<file path="src/rtl/game2048_pkg.sv">
// Shared types and constants for the 2048 game datapath: tile/board/score
// types, one-hot move directions, the step controller state encoding and
// the spawn LFSR feedback mask.
package game2048_pkg;

    typedef logic [11:0]      tile_t;
    typedef tile_t [3:0][3:0] board_t;   // indexed [row][col]
    typedef logic [19:0]      score_t;

    localparam logic [3:0] DIR_UP    = 4'b0001;
    localparam logic [3:0] DIR_DOWN  = 4'b0010;
    localparam logic [3:0] DIR_LEFT  = 4'b0100;
    localparam logic [3:0] DIR_RIGHT = 4'b1000;

    localparam score_t      SCORE_MAX = 20'hFFFFF;
    localparam logic [15:0] LFSR_MASK = 16'hB400;

    typedef enum logic [2:0] {
        INIT,
        READY,
        EVAL,
        SPAWN,
        CHECK,
        WON,
        LOST
    } state_e;

    // True only for the four legal one-hot direction codes.
    function automatic logic dir_is_one_hot(input logic [3:0] dir);
        return (dir == DIR_UP) || (dir == DIR_DOWN) ||
               (dir == DIR_LEFT) || (dir == DIR_RIGHT);
    endfunction

endpackage

</file>
<file path="src/rtl/tile_lfsr.sv">
// Free-running 16-bit Galois LFSR that supplies the spawn scan start cell
// and the 2-versus-4 choice for newly spawned tiles.
module tile_lfsr
    import game2048_pkg::*;
#(
    parameter logic [15:0] SEED = 16'hACE1
) (
    input  logic       clk,
    input  logic       rst_n,
    input  logic       en_i,
    output logic [3:0] ptr_o,
    output logic       four_o
);

    logic [15:0] lfsr_q;
    logic [15:0] lfsr_d;

    // Right-shifting Galois step: feedback taps applied when the LSB falls out.
    always_comb begin
        lfsr_d = {1'b0, lfsr_q[15:1]} ^ (lfsr_q[0] ? LFSR_MASK : 16'h0000);
    end

    // State register; the seed must be nonzero or the sequence locks up.
    always_ff @(posedge clk or negedge rst_n) begin
        if (!rst_n) begin
            lfsr_q <= SEED;
        end else if (en_i) begin
            lfsr_q <= lfsr_d;
        end
    end

    assign ptr_o  = lfsr_q[3:0];
    assign four_o = (lfsr_q[7:4] == 4'h0);

endmodule

</file>
<file path="src/rtl/game_step_controller.sv">
// Owner of the 2048 board and score. Feeds the combinational merge block,
// commits changed boards, spawns a tile by scanning from a random cell,
// then evaluates win/lose before accepting the next move.
module game_step_controller
    import game2048_pkg::*;
#(
    parameter logic [15:0] LFSR_SEED = 16'hACE1,
    parameter tile_t       WIN_VALUE = 12'd2048
) (
    input  logic       clk,
    input  logic       rst_n,
    input  logic       move_valid_i,
    input  logic [3:0] move_dir_i,
    input  logic       new_game_i,
    input  logic       load_i,
    input  board_t     load_board_i,
    output logic [3:0] mm_dir_o,
    output board_t     mm_board_o,
    input  board_t     mm_board_i,
    input  score_t     mm_score_i,
    output board_t     board_o,
    output score_t     score_o,
    output logic       busy_o,
    output logic       step_done_o,
    output logic       move_rejected_o,
    output logic       game_won_o,
    output logic       game_over_o
);

    // A board still has a legal move if any cell is empty or any two
    // orthogonal neighbours hold the same value.
    function automatic logic board_has_move(input board_t b);
        logic found;
        found = 1'b0;
        for (int r = 0; r < 4; r++) begin
            for (int c = 0; c < 4; c++) begin
                if (b[r][c] == '0) found = 1'b1;
            end
        end
        for (int r = 0; r < 4; r++) begin
            for (int c = 0; c < 3; c++) begin
                if (b[r][c] == b[r][c+1]) found = 1'b1;
            end
        end
        for (int r = 0; r < 3; r++) begin
            for (int c = 0; c < 4; c++) begin
                if (b[r][c] == b[r+1][c]) found = 1'b1;
            end
        end
        return found;
    endfunction

    function automatic logic board_has_win(input board_t b, input tile_t win);
        logic found;
        found = 1'b0;
        for (int r = 0; r < 4; r++) begin
            for (int c = 0; c < 4; c++) begin
                if (b[r][c] == win) found = 1'b1;
            end
        end
        return found;
    endfunction

    state_e      state_q;
    board_t      board_q;
    score_t      score_q;
    logic [3:0]  dir_q;         // latched direction, nonzero only during EVAL
    logic [3:0]  ptr_q;         // spawn scan pointer, cell = row*4+col
    logic [3:0]  guard_q;       // cells tested so far in this spawn
    logic [1:0]  spawn_left_q;  // tiles still to place (2 in INIT, 1 after a move)
    logic        from_move_q;   // CHECK was reached through an accepted move
    logic        step_done_q;
    logic        rejected_q;
    logic        won_q;
    logic        over_q;

    logic [3:0]  rand_ptr;
    logic        rand_four;
    logic        cell_empty;
    tile_t       spawn_val;
    logic [20:0] score_sum;
    score_t      score_sat;

    tile_lfsr #(
        .SEED   (LFSR_SEED)
    ) u_lfsr (
        .clk    (clk),
        .rst_n  (rst_n),
        .en_i   (1'b1),
        .ptr_o  (rand_ptr),
        .four_o (rand_four)
    );

    // Spawn cell test and saturating score accumulation.
    always_comb begin
        cell_empty = (board_q[ptr_q[3:2]][ptr_q[1:0]] == '0);
        spawn_val  = rand_four ? 12'd4 : 12'd2;
        score_sum  = {1'b0, score_q} + {1'b0, mm_score_i};
        score_sat  = score_sum[20] ? SCORE_MAX : score_sum[19:0];
    end

    // Game state machine; new_game_i beats load_i, which beats normal flow.
    always_ff @(posedge clk or negedge rst_n) begin
        if (!rst_n) begin
            state_q      <= INIT;
            board_q      <= '0;
            score_q      <= '0;
            dir_q        <= '0;
            ptr_q        <= '0;
            guard_q      <= '0;
            spawn_left_q <= '0;
            from_move_q  <= 1'b0;
            step_done_q  <= 1'b0;
            rejected_q   <= 1'b0;
            won_q        <= 1'b0;
            over_q       <= 1'b0;
        end else begin
            step_done_q <= 1'b0;
            rejected_q  <= 1'b0;
            if (new_game_i) begin
                state_q      <= INIT;
                board_q      <= '0;
                score_q      <= '0;
                dir_q        <= '0;
                spawn_left_q <= '0;
                from_move_q  <= 1'b0;
                won_q        <= 1'b0;
                over_q       <= 1'b0;
            end else if (load_i) begin
                state_q     <= CHECK;
                board_q     <= load_board_i;
                dir_q       <= '0;
                from_move_q <= 1'b0;
                won_q       <= 1'b0;
                over_q      <= 1'b0;
            end else begin
                case (state_q)
                    INIT: begin
                        spawn_left_q <= 2'd2;
                        from_move_q  <= 1'b0;
                        ptr_q        <= rand_ptr;
                        guard_q      <= '0;
                        state_q      <= SPAWN;
                    end
                    READY: begin
                        if (move_valid_i && dir_is_one_hot(move_dir_i)) begin
                            dir_q   <= move_dir_i;
                            state_q <= EVAL;
                        end
                    end
                    EVAL: begin
                        dir_q <= '0;
                        if (mm_board_i != board_q) begin
                            board_q      <= mm_board_i;
                            score_q      <= score_sat;
                            from_move_q  <= 1'b1;
                            spawn_left_q <= 2'd1;
                            ptr_q        <= rand_ptr;
                            guard_q      <= '0;
                            state_q      <= SPAWN;
                        end else begin
                            rejected_q <= 1'b1;
                            state_q    <= READY;
                        end
                    end
                    SPAWN: begin
                        if (cell_empty) begin
                            board_q[ptr_q[3:2]][ptr_q[1:0]] <= spawn_val;
                            if (spawn_left_q == 2'd2) begin
                                // Second opening tile: restart the scan elsewhere.
                                spawn_left_q <= 2'd1;
                                ptr_q        <= rand_ptr;
                                guard_q      <= '0;
                            end else begin
                                spawn_left_q <= '0;
                                state_q      <= CHECK;
                            end
                        end else if (guard_q == 4'd15) begin
                            // Board is full: give up without writing.
                            spawn_left_q <= '0;
                            state_q      <= CHECK;
                        end else begin
                            ptr_q   <= ptr_q + 4'd1;
                            guard_q <= guard_q + 4'd1;
                        end
                    end
                    CHECK: begin
                        from_move_q <= 1'b0;
                        if (board_has_win(board_q, WIN_VALUE)) begin
                            won_q   <= 1'b1;
                            state_q <= WON;
                        end else if (!board_has_move(board_q)) begin
                            over_q  <= 1'b1;
                            state_q <= LOST;
                        end else begin
                            step_done_q <= from_move_q;
                            state_q     <= READY;
                        end
                    end
                    WON:     state_q <= WON;
                    LOST:    state_q <= LOST;
                    default: state_q <= INIT;
                endcase
            end
        end
    end

    assign mm_dir_o        = dir_q;
    assign mm_board_o      = board_q;
    assign board_o         = board_q;
    assign score_o         = score_q;
    assign busy_o          = (state_q != READY);
    assign step_done_o     = step_done_q;
    assign move_rejected_o = rejected_q;
    assign game_won_o      = won_q;
    assign game_over_o     = over_q;

endmodule
</file>
<file path="config.mk">
export PLATFORM = sky130hd
export DESIGN_NAME = game_step_controller
export DESIGN_NICKNAME = d
export VERILOG_FILES = /design/src/rtl/game2048_pkg.sv /design/src/rtl/tile_lfsr.sv /design/src/rtl/game_step_controller.sv
export SDC_FILE = /design/constraint.sdc
export NUM_CORES = 1
export LEC_CHECK = 0
export CORE_AREA = 2 2 320 322
export DETAILED_ROUTE_END_ITERATION = 16
export DIE_AREA = 0 0 322 324
export SYNTH_ARGS = -nofsm -noshare
export SYNTH_HDL_FRONTEND = slang
export SYNTH_HIERARCHICAL = 1
export SYNTH_SLANG_ARGS = --single-unit
</file>
<file path="constraint.sdc">
create_clock -name clk -period 3.66 [get_ports clk]
set_input_delay 0.732 -clock clk [delete_from_list [all_inputs] [get_ports clk]]
set_output_delay 0.732 -clock clk [all_outputs]
set_load 0.01 [all_outputs]
</file>
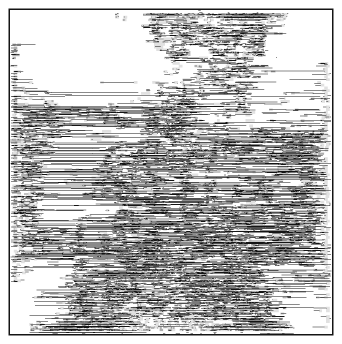
**Above:** run 1 (signal wires on met1).
Scale: 1 px per µm.
share of all routed wire: 41%
wire length on this layer: 64.2 mm
longest straight run: 250 µm
met1 GRT Util: 36.7%
final WL: 156 mm
vias: 24900

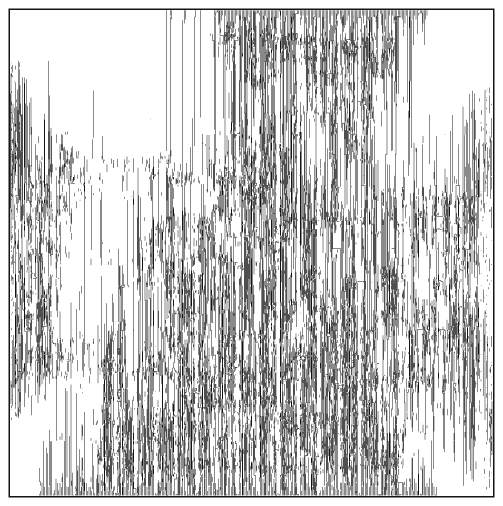
**Above:** run 1 (met2 routing).
Scale: 1.5 px per µm.
nets with wire on the layer: 3369
main direction: vertical

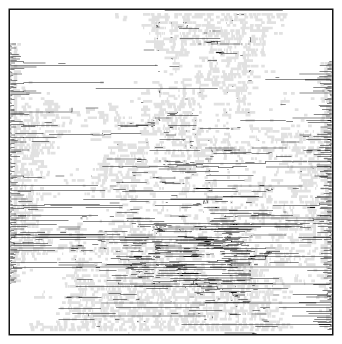
**Above:** run 1 (metal 3).
Scale: 1 px per µm.
longest straight run: 215 µm
main direction: horizontal
nets with wire on the layer: 727
wire length on this layer: 14000 µm
share of all routed wire: 9.0%

==> results.txt, run 1 <==
impl run done, here's what came out: outcome=completed, H-tree depth=2, Comb area share=39.3%, tool warnings=32, DR WL met3=14.0 mm, yosys synthesis chip area=22200 µm², Layout Utilization=33.9%, CP arrival=4.12 ns, vias per inst=5.16, Post-synth EDFFs=0, dominant logic cell type in the layout=clkdlybuf4s50_1, critical path class=input pin to register, crit share post-route=98.2%, DRT met1 WL=64.2 mm, CP endpoint kind=register, layout cells sized above 1=15.5%, net count after synthesis=3187, Slowest-stage cell, CP=or4_1, CP max stage delay=0.61 ns, Commonest flop=dfrtp_1, worst slack at placement=-1.24 ns, clock network power share=29.2%, area share of fa/ha/maj cells after synthesis=1.50%, Buffers excl. clock=1193, core region area=101000 µm², clk buf depth=3, worst slew pin tran=0.997 ns, Worst Reg2Reg Path Length in Cells=11, XOR-XNOR Cells, Area Fraction=19.5%, most frequent cell after synthesis=xor2_1, Critical Path RT=4.19 ns, Non-CTS inverters=52, NonClk Buf Share=33.2%, TritonCTS Buffers=38, CTS tree=built, combinational power share=44.8%, crit path to=board_o[98], DPL Wire Length=126 mm, Final ANT Viol Nets=0, MI comb cells=1945, leak pwr=15.5 nW, minimum clock period=3.60 ns, met2 usage=46.2%, clk slew on worst S/H paths=0.06 ns, maximum VDD drop=0.279 mV, Area after DPL=32600 µm², Yosys Instances=2748, Synth top cells by count=xor2_1, nand2_1, clkbuf_1, PD cells=403 nW/µm², register share of the cell area=18.3%, synth top area cells=dfrtp_1, xor2_1, buf_4, sequential power share=26.0%, Wirelength per Cell=32.3 µm, Final Worst Setup Slack=0.0644 ns, P_seq=3.60 mW, TAP cells=1309, cells along the critical path=clkdlybuf4s50_1 > xor2_1 > nor4_1 > nand4_1 > or4_1 > or3_4 > and3_1 > buf_12 > a221oi_1 > o21a_1, Global Route Usage Sum=28.7%, CP bufs+invs=2, flip-flop and latch area=6270 µm², post-CTS resize count=21, total power=13.8 mW, Final Cell Area=34300 µm², antenna violations before repair=46, total of clock buffers placed in the layout=52, Placer Congestion=1.01, syn avg cell area=8.08 µm², Final Non-Filler Cells=4830, die area=104000 µm², vias in the first global route=24000, Top Consumer=combinational cells, WP depth=10, 1st-iter DRT viols=2435, global-route wire length before repair=207 mm, crit path from=mm_board_i[133], busiest layer in global routing=met2, clock network share of area=3.75%, Late-Pin Clk Latency=0.59 ns, area taken by multi-input logic gates=13500 µm², CP Launch Type=input pin, Critical R2R Launch=board_o[120], asr flop ratio synth=100%, Flops=250, Seq/Total Area, Yosys=28.2%, GR Util met3=7.81%, Cell Int Power=8.30 mW, max FFs per register=192, P_clk=4.03 mW, Clock Skew=0.0305 ns, fill count=10600, Area Overhead vs Synth=54.3%, mapped cell area=22200 µm², Final setup viols=0, cells after synthesis=2748, Top-area cell share=27.3%, drt drc=0, Switching Share=39.9%, # IOs=826, hold buffers post-CTS=0, max layer used=met5, slew margin rel.=33.3%, Hold Worst Slack=0.0218 ns
**Run 1: met4 routing**

Scale: 1 px per µm.
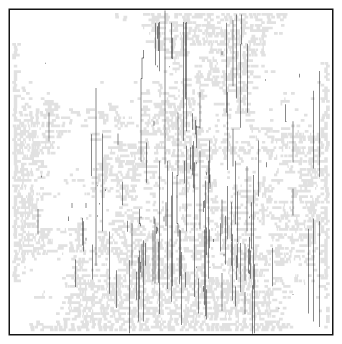

--- run 2 (diff from run 1) ---
--- a/config.mk
+++ b/config.mk
@@ -5,9 +5,12 @@
 export SDC_FILE = /design/constraint.sdc
 export NUM_CORES = 1
 export LEC_CHECK = 0
-export CORE_AREA = 2 2 320 322
+export CELL_PAD_IN_SITES_DETAIL_PLACEMENT = 1
+export CELL_PAD_IN_SITES_GLOBAL_PLACEMENT = 1
+export CORE_AREA = 2 2 323 325
 export DETAILED_ROUTE_END_ITERATION = 16
-export DIE_AREA = 0 0 322 324
+export DIE_AREA = 0 0 325 327
+export PLACE_DENSITY_LB_ADDON = 0.1
 export SYNTH_ARGS = -nofsm -noshare
 export SYNTH_HDL_FRONTEND = slang
 export SYNTH_HIERARCHICAL = 1
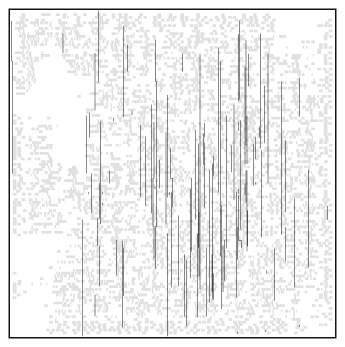
**Above:** run 2 (met4 routing).
Scale: 1 px per µm.
nets with wire on the layer: 87
wire length on this layer: 6370 µm

==> run 2 against run 1 <==
The run now ends with max-slew violations left. Non-clock buffer count shrank 5. Setup slack improved by 0.0098 ns. Global-route usage rose by 0.14 points. Sequential cell count unchanged. Count of clock-buffer cells in the layout up 2. Wire length grew 1.9%. Clock skew shrank 0.0026 ns. Largest power group unchanged. Maximum frequency grew 0.27%. Synthesized cell count unchanged.
==> results.txt, run 2 <==
impl run done, here's what came out: Yosys Instances=2748, Root Buffer=clkbuf_16, total of clock buffers placed in the layout=54, fmax=0.279 GHz, yosys synthesis chip area=22200 µm², Cell Int Power=8.07 mW, r2r endpoint=board_o[99], layout cells sized above 1=15.7%, XOR-XNOR Cells, Area Fraction=19.5%, GR Util met3=5.70%, Final Non-Filler Cells=4895, CP endpoint kind=register, MI comb cells=1945, CP Launch Type=input pin, max FFs per register=192, cells along the critical path=clkdlybuf4s50_1 > xor2_1 > buf_12 > nor4_4 > buf_4 > nand4_1 > nor4_2 > nand4_1 > buf_4 > or3_4 > buf_4 > a31o_4 > mux2_2, final hold vios=0, Post-CTS Setup Inserts=0, TAP cells=1380, crit path from=mm_board_i[140], PD cells=394 nW/µm², Worst Reg2Reg Path Length in Cells=12, Late-Pin Clk Latency=0.60 ns, count of input and output buffers=825, ant diodes=16, grt ovf=0, NonClk Buf Share=33.3%, met2 usage=50.5%, Commonest flop=dfrtp_1, Flops=250, final net count=3915, warnings from Yosys=6, switching power total=5.47 mW, Synth flops=250, Hold Worst Slack=0.0789 ns, tool warnings=35, Area Overhead vs Synth=54.8%, Final setup viols=0, DRT met1 WL=64.1 mm, Synth area leader=dfrtp_1, minimum clock period=3.59 ns, Clock Skew=0.0279 ns, clock network power share=27.4%, 1st-iter DRT viols=1700, max-slew violations=20, worst slack at placement=-1.28 ns, Area after DPL=32700 µm², Non-CTS inverters=52, WP depth=13, vias=24500, DPL Wire Length=129 mm, fill count=11900, post-CTS resize count=19, core region area=103000 µm², Seq/Total Area, Yosys=28.2%, clock sink total=250, distinct lib cells=79, synth top area cells=dfrtp_1, xor2_1, buf_4, crit path to=board_o[42], Final ANT Viol Nets=0, HP Class=input pin to asynchronous set/reset pin, syn avg cell area=8.08 µm², Final Cell Area=34400 µm², asr flop ratio synth=100%, final WL=159 mm, Slowest-stage cell, CP=clkdlybuf4s50_1, Critical Path RT=4.11 ns, net count after synthesis=3187, yosys aoi share=17.2%, P_seq=3.66 mW, TritonCTS Buffers=39, dominant logic cell type in the layout=clkdlybuf4s50_1, critical path class=input pin to register, Layout Utilization=33.4%, maximum VDD drop=0.263 mV, clk slew on worst S/H paths=0.05 ns, Post-synth EDFFs=0, global-route wire length before repair=216 mm, leak pwr=15.5 nW, Synth top cells by count=xor2_1, nand2_1, clkbuf_1, outcome=complete, but fails checks, Wirelength per Cell=32.5 µm, largest net degree at the start of global routing=216, FF-to-FF setup slack=0.13 ns, Top-area cell share=27.3%, Top Consumer=combinational cells, H-tree depth=2, max layer used=met5, clk buf depth=3, mapped cell area=22200 µm², CP bufs+invs=5, Global Route Usage Sum=28.9%, Logic power comb=6.17 mW, vias in the first global route=25800, vias per inst=5.00, clock network share of area=3.44%, register share of the cell area=18.2%, Buffers excl. clock=1188, die width=325 µm, cells after synthesis=2748, CP max stage delay=0.44 ns, Max-Cap Viols=0, worst slew pin tran=1.52 ns, failing checks=max-slew violations, P_clk=3.72 mW, DR WL met3=9.50 mm, met2 WL=78.7 mm, Placer Congestion=0.947, antenna violations before repair=34, Area-dominant class=logic gates, flip-flop and latch area=6270 µm², sequential power share=27.0%, Switching Share=40.4%, busiest layer in global routing=met2, total power=13.5 mW, area share of fa/ha/maj cells after synthesis=1.50%, CP arrival=4.04 ns, crit share post-route=98.0%, slew margin rel.=-1.08%, Critical R2R Launch=board_o[80], most frequent cell after synthesis=xor2_1, area taken by multi-input logic gates=13500 µm², # IOs=826, drt drc=0, die area=106000 µm², met1 GRT Util=34.8%, combinational power share=45.6%, hold buffers post-CTS=0, Final Worst Setup Slack=0.0743 ns, CTS tree=built, Comb area share=39.4%
Power and IR drop assume default switching activity.
